Design mips_boot_loader, sky130hd; sources not shown.
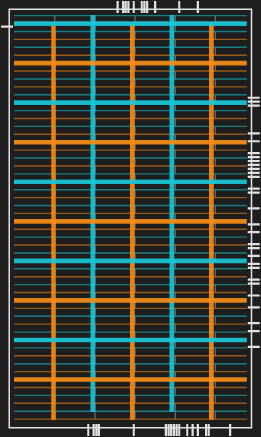
Run 1: power grid
Pins as bars on the die edge. Tap cells in grey.
Key: cyan = VDD; orange = VSS
58 signal pins sit on the boundary. 52 met1 rails follow the rows.
Core Footprint: 11100 sq um
Die Height: 143 um

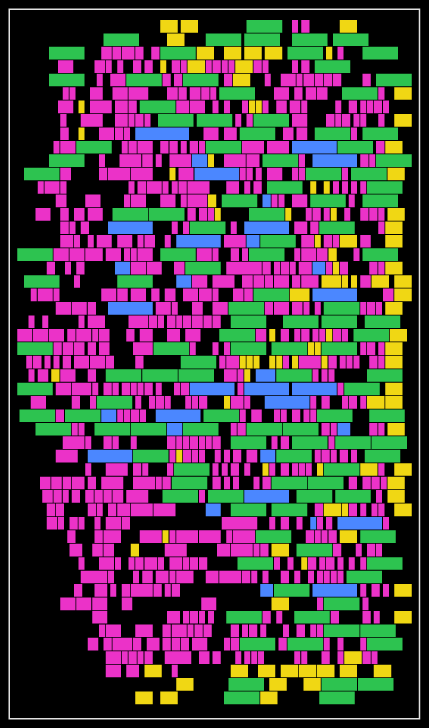
Run 1: cell classes on the final placement
Key: green = flip-flops [cells 123]; blue = clock drivers and dummy loads [cells 32]; magenta = all other logic [cells 631]; yellow = other buffers and delay cells [cells 99]
final non-filler cell area: 7480 sq um
final core occ: 67.3%

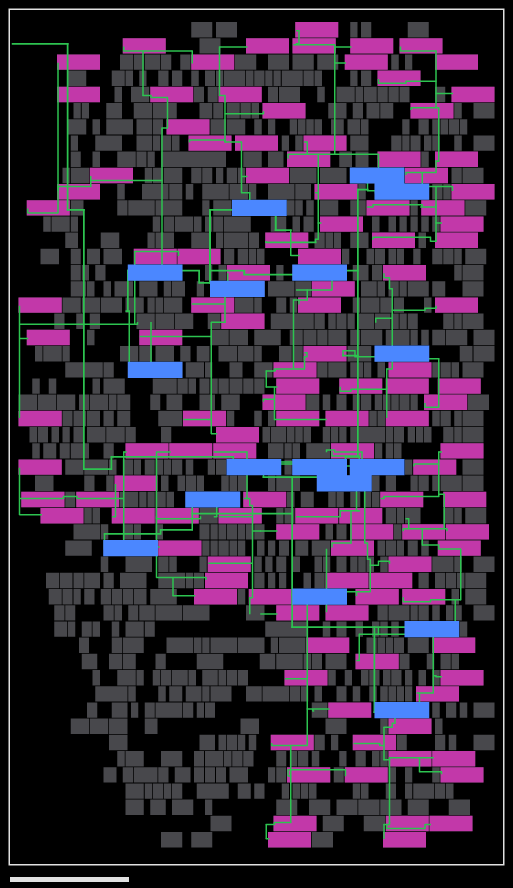
Run 1: clock distribution
Scale bar: 20 um.
Key: green = clock wires [length 1500 um]; blue = cells driving clock nets [count 17]; magenta = flip-flops [count 123]
Position of the flops: spread over the die.
Fin Clk Skew: 10.9 ps
Clock power frac: 50.9%
worst-skew pair later-pin latency: 420 ps

==> flow_summary_export.csv, run 1 <==
group,metric,value,unit
global_route,use_met1,32.3,%
yosys,simple_gate_share,24.6,%
timing,rsz0062_at_grt,"false",
placed_design,place_inst,985,
detailed_routing,route.detailed.drc,0,
placed_design,placed_cell_area,6900,sq um
critical_path,rrSetupSlack,4900,ps
detailed_routing,drt_wl_total,17500,um
power_and_ir_drop,pwr_density_cell,182,nW/um^2
yosys,yosys.area_share.aoi,17.1,%
power_and_ir_drop,p_comb_share,6.1,%
timing,timing.slew.headroom,48.5,%
layout,non_clock_buffer_area_share,10.0,%
critical_path,crit_top_cell,"a2111oi_2",
global_route,grt.overflow.total,0,
yosys,area_leaders,"dfxtp_1 40%, nand2_1 12%, a21oi_1 7.3%",
yosys,yosys.area.top_type,"dfxtp_1",
layout,final_cell_mix,"202 x nand2_1, 123 x dfxtp_1, 90 x a21oi_1",
detailed_routing,drt-met1-wl,6240,um
die,fp.dieW,82.8,um
layout,num-fill-cells,901,
timing,fin_crit_sh,58.8,%
clock_tree,cts.hold.buffers_added,0,
critical_path,critPathLaunchType,"primary input",
yosys,synth_area,6170,sq um
critical_path,crit_fanout,9,
critical_path,cp_cell_sequence,"clkdlybuf4s50_1 > ha_1 > clkbuf_2 > a2111oi_2 > o21ai_0 > a21boi_1 > xnor2_1 > or4_4 > a2111oi_2 > nand4_1 > a21oi_1",
timing,fmax,200,MHz
outcome,outcome,"complete, no violations",
layout,n_clock_buffer,18,
critical_path,max_stage_delay,670,ps
power_and_ir_drop,comb-power,0.0000834,W
yosys,top_cells_by_count,"202 x nand2_1, 123 x dfxtp_1, 90 x a21oi_1, 54 x o21ai_0, 52 x nor2_1",
yosys,edf_count,0,
clock_tree,clk_path_buf_depth,2,
detailed_routing,met3_length,983,um
placed_design,port_buffers,57,
yosys,syn-mean-instance-area,7.75,sq um
layout,n_all_buffers,99,
worst_hold_path,hold_class,"reg -> reg",
clock_tree,clk_pin_slew,60,ps
critical_path,crit_required,8840,ps
critical_path,crit_arrival,5340,ps
yosys,yosys_area,6170,sq um
layout,stdcell_count,1017,
yosys,muxShareOfSynthArea,0.325,%
detailed_routing,via_per_inst,5.94,
clock_tree,cts_resized,0,
==> inputs of run 2 (changes only) <==
--- a/config.mk
+++ b/config.mk
@@ -5,7 +5,7 @@
 export SDC_FILE = /design/constraint.sdc
 export NUM_CORES = 1
 export LEC_CHECK = 0
-export ABC_CLOCK_PERIOD_IN_PS = 8500
+export ABC_CLOCK_PERIOD_IN_PS = 4900
 export CORE_ASPECT_RATIO = 1.75
 export CORE_UTILIZATION = 54
 export DETAILED_ROUTE_END_ITERATION = 12
==> constraint.sdc (replaced) <==
create_clock -name clk1 -period 4.9 [get_ports clk1]
set_input_delay 0.98 -clock clk1 [delete_from_list [all_inputs] [get_ports clk1]]
set_output_delay 0.98 -clock clk1 [all_outputs]
set_load 0.01 [all_outputs]
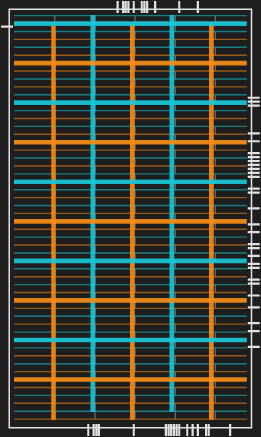
Run 2: power grid
Pins as bars on the die edge. Tap cells in grey.
Die X: 82.8 um
VDD IR max: 0.387 mV

==> run 2 against run 1 <==
Against the previous run: synthesized area is the same; sequential share of layout area is the same; power grew 73%; flip-flop count stayed put.
==> flow_summary_export.csv, run 2 <==
group,metric,value,unit
yosys,postSynth.topFlopCell,"dfxtp_1",
clock_tree,cts_resized,0,
clock_tree,clk_pin_slew,60,ps
layout,sh_comb_area,46.4,%
layout,non_clock_buffer_area_share,10.0,%
global_route,grt.overflow.total,0,
global_route,use_met1,32.3,%
detailed_routing,ant_nets,0,
timing,fin_crit_sh,87.3,%
yosys,area_leaders,"dfxtp_1 40%, nand2_1 12%, a21oi_1 7.3%",
layout,final_area,7480,sq um
clock_tree,clk_latency,420,ps
power_and_ir_drop,intPower,0.00176,W
clock_tree,cts.hold.buffers_added,0,
critical_path,crit_top_cell,"a2111oi_2",
worst_hold_path,hold_class,"reg -> reg",
outcome,outcome,"complete, no violations",
timing,fmax,234,MHz
detailed_routing,drt_iter0_drc,420,
clock_tree,postCtsSetupRepairBufs,0,
yosys,top_cells_by_count,"202 x nand2_1, 123 x dfxtp_1, 90 x a21oi_1, 54 x o21ai_0, 52 x nor2_1",
power_and_ir_drop,pwr_density_cell,315,nW/um^2
power_and_ir_drop,pg_seq,0.00101,W
detailed_routing,via_per_inst,5.94,
detailed_routing,drt-met1-wl,6240,um
global_route,grt_most_used_layer,"met2",
yosys,yosys_area,6170,sq um
layout,ff_latch_area,2460,sq um
layout,stdcell_count,1017,
yosys,synth.distinct_cells,57,
clock_tree,cts-buffers-inserted,17,
critical_path,path_buffers,2,
detailed_routing,drt_wl_total,17500,um
layout,area_delta_synth_final,21.2,%
clock_tree,cts_max_level,4,
yosys,top_cell_area_share,39.9,%
yosys,syn-mean-instance-area,7.75,sq um
critical_path,rrSetupSlack,1300,ps
yosys,simple_gate_share,24.6,%
yosys,synth_area,6170,sq um
yosys,ys_cells,796,
power_and_ir_drop,comb-power,0.000145,W
timing,rsz0062_at_grt,"false",
critical_path,crit_required,5240,ps
layout,num-fill-cells,901,
detailed_routing,num_vias,6039,
timing,whs,452,ps
clock_tree,clk_path_buf_depth,2,
layout,largest_reg_flops,32,
timing,skew,10.9,ps
power_and_ir_drop,p_clk_share,50.9,%
critical_path,critPathLaunchType,"primary input",
layout,final_cell_mix,"202 x nand2_1, 123 x dfxtp_1, 90 x a21oi_1",
critical_path,path_depth,11,
yosys,yosys.area.top_type,"dfxtp_1",
layout,nNetsFinal,915,
die,initCoreUtil,55.6,%
layout,finalCoreUtilization,67.3,%
critical_path,cp_cell_sequence,"clkdlybuf4s50_1 > ha_1 > clkbuf_2 > a2111oi_2 > o21ai_0 > a21boi_1 > xnor2_1 > or4_4 > a2111oi_2 > nand4_1 > a21oi_1",
yosys,muxShareOfSynthArea,0.325,%
timing,setup_viol,0,
power_and_ir_drop,swShare,25.2,%
layout,largest_class,"multi-input combinational cells",
yosys,yosys.area_share.aoi,17.1,%
flow_run,warning_count,26,
critical_path,crit_fanout,9,
detailed_routing,met3_length,983,um
layout,n_all_buffers,99,
yosys,synth_flops,123,
detailed_routing,route.detailed.drc,0,
die,tap_cells,132,
placed_design,place_inst,985,
flow_run,drv_cap,0,
power_and_ir_drop,p_comb_share,6.1,%
placed_design,placed_cell_area,6900,sq um
detailed_routing,highest_layer,"met4",
layout,n_clock_buffer,18,
global_route,grt_max_degree,17,
placed_design,port_buffers,57,
detailed_routing,drt_first_pass_iters,5,
critical_path,crit_arrival,4620,ps
power_and_ir_drop,pwr-share-seq,43.0,%
critical_path,rr_worst_depth,9,
yosys,edf_count,0,
critical_path,max_stage_delay,670,ps
layout,flops,123,
placed_design,place_ws,251,ps
die,core-area,11100,sq um
timing,timing.slew.headroom,48.5,%
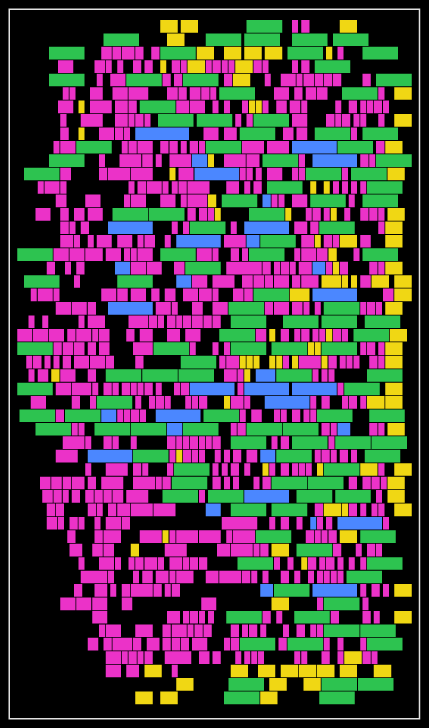
Run 2: cell classes on the final placement
std cell rows: 51
Seq area share: 32.9%

Power figures rest on the tool's default switching activity, not on a simulated workload.
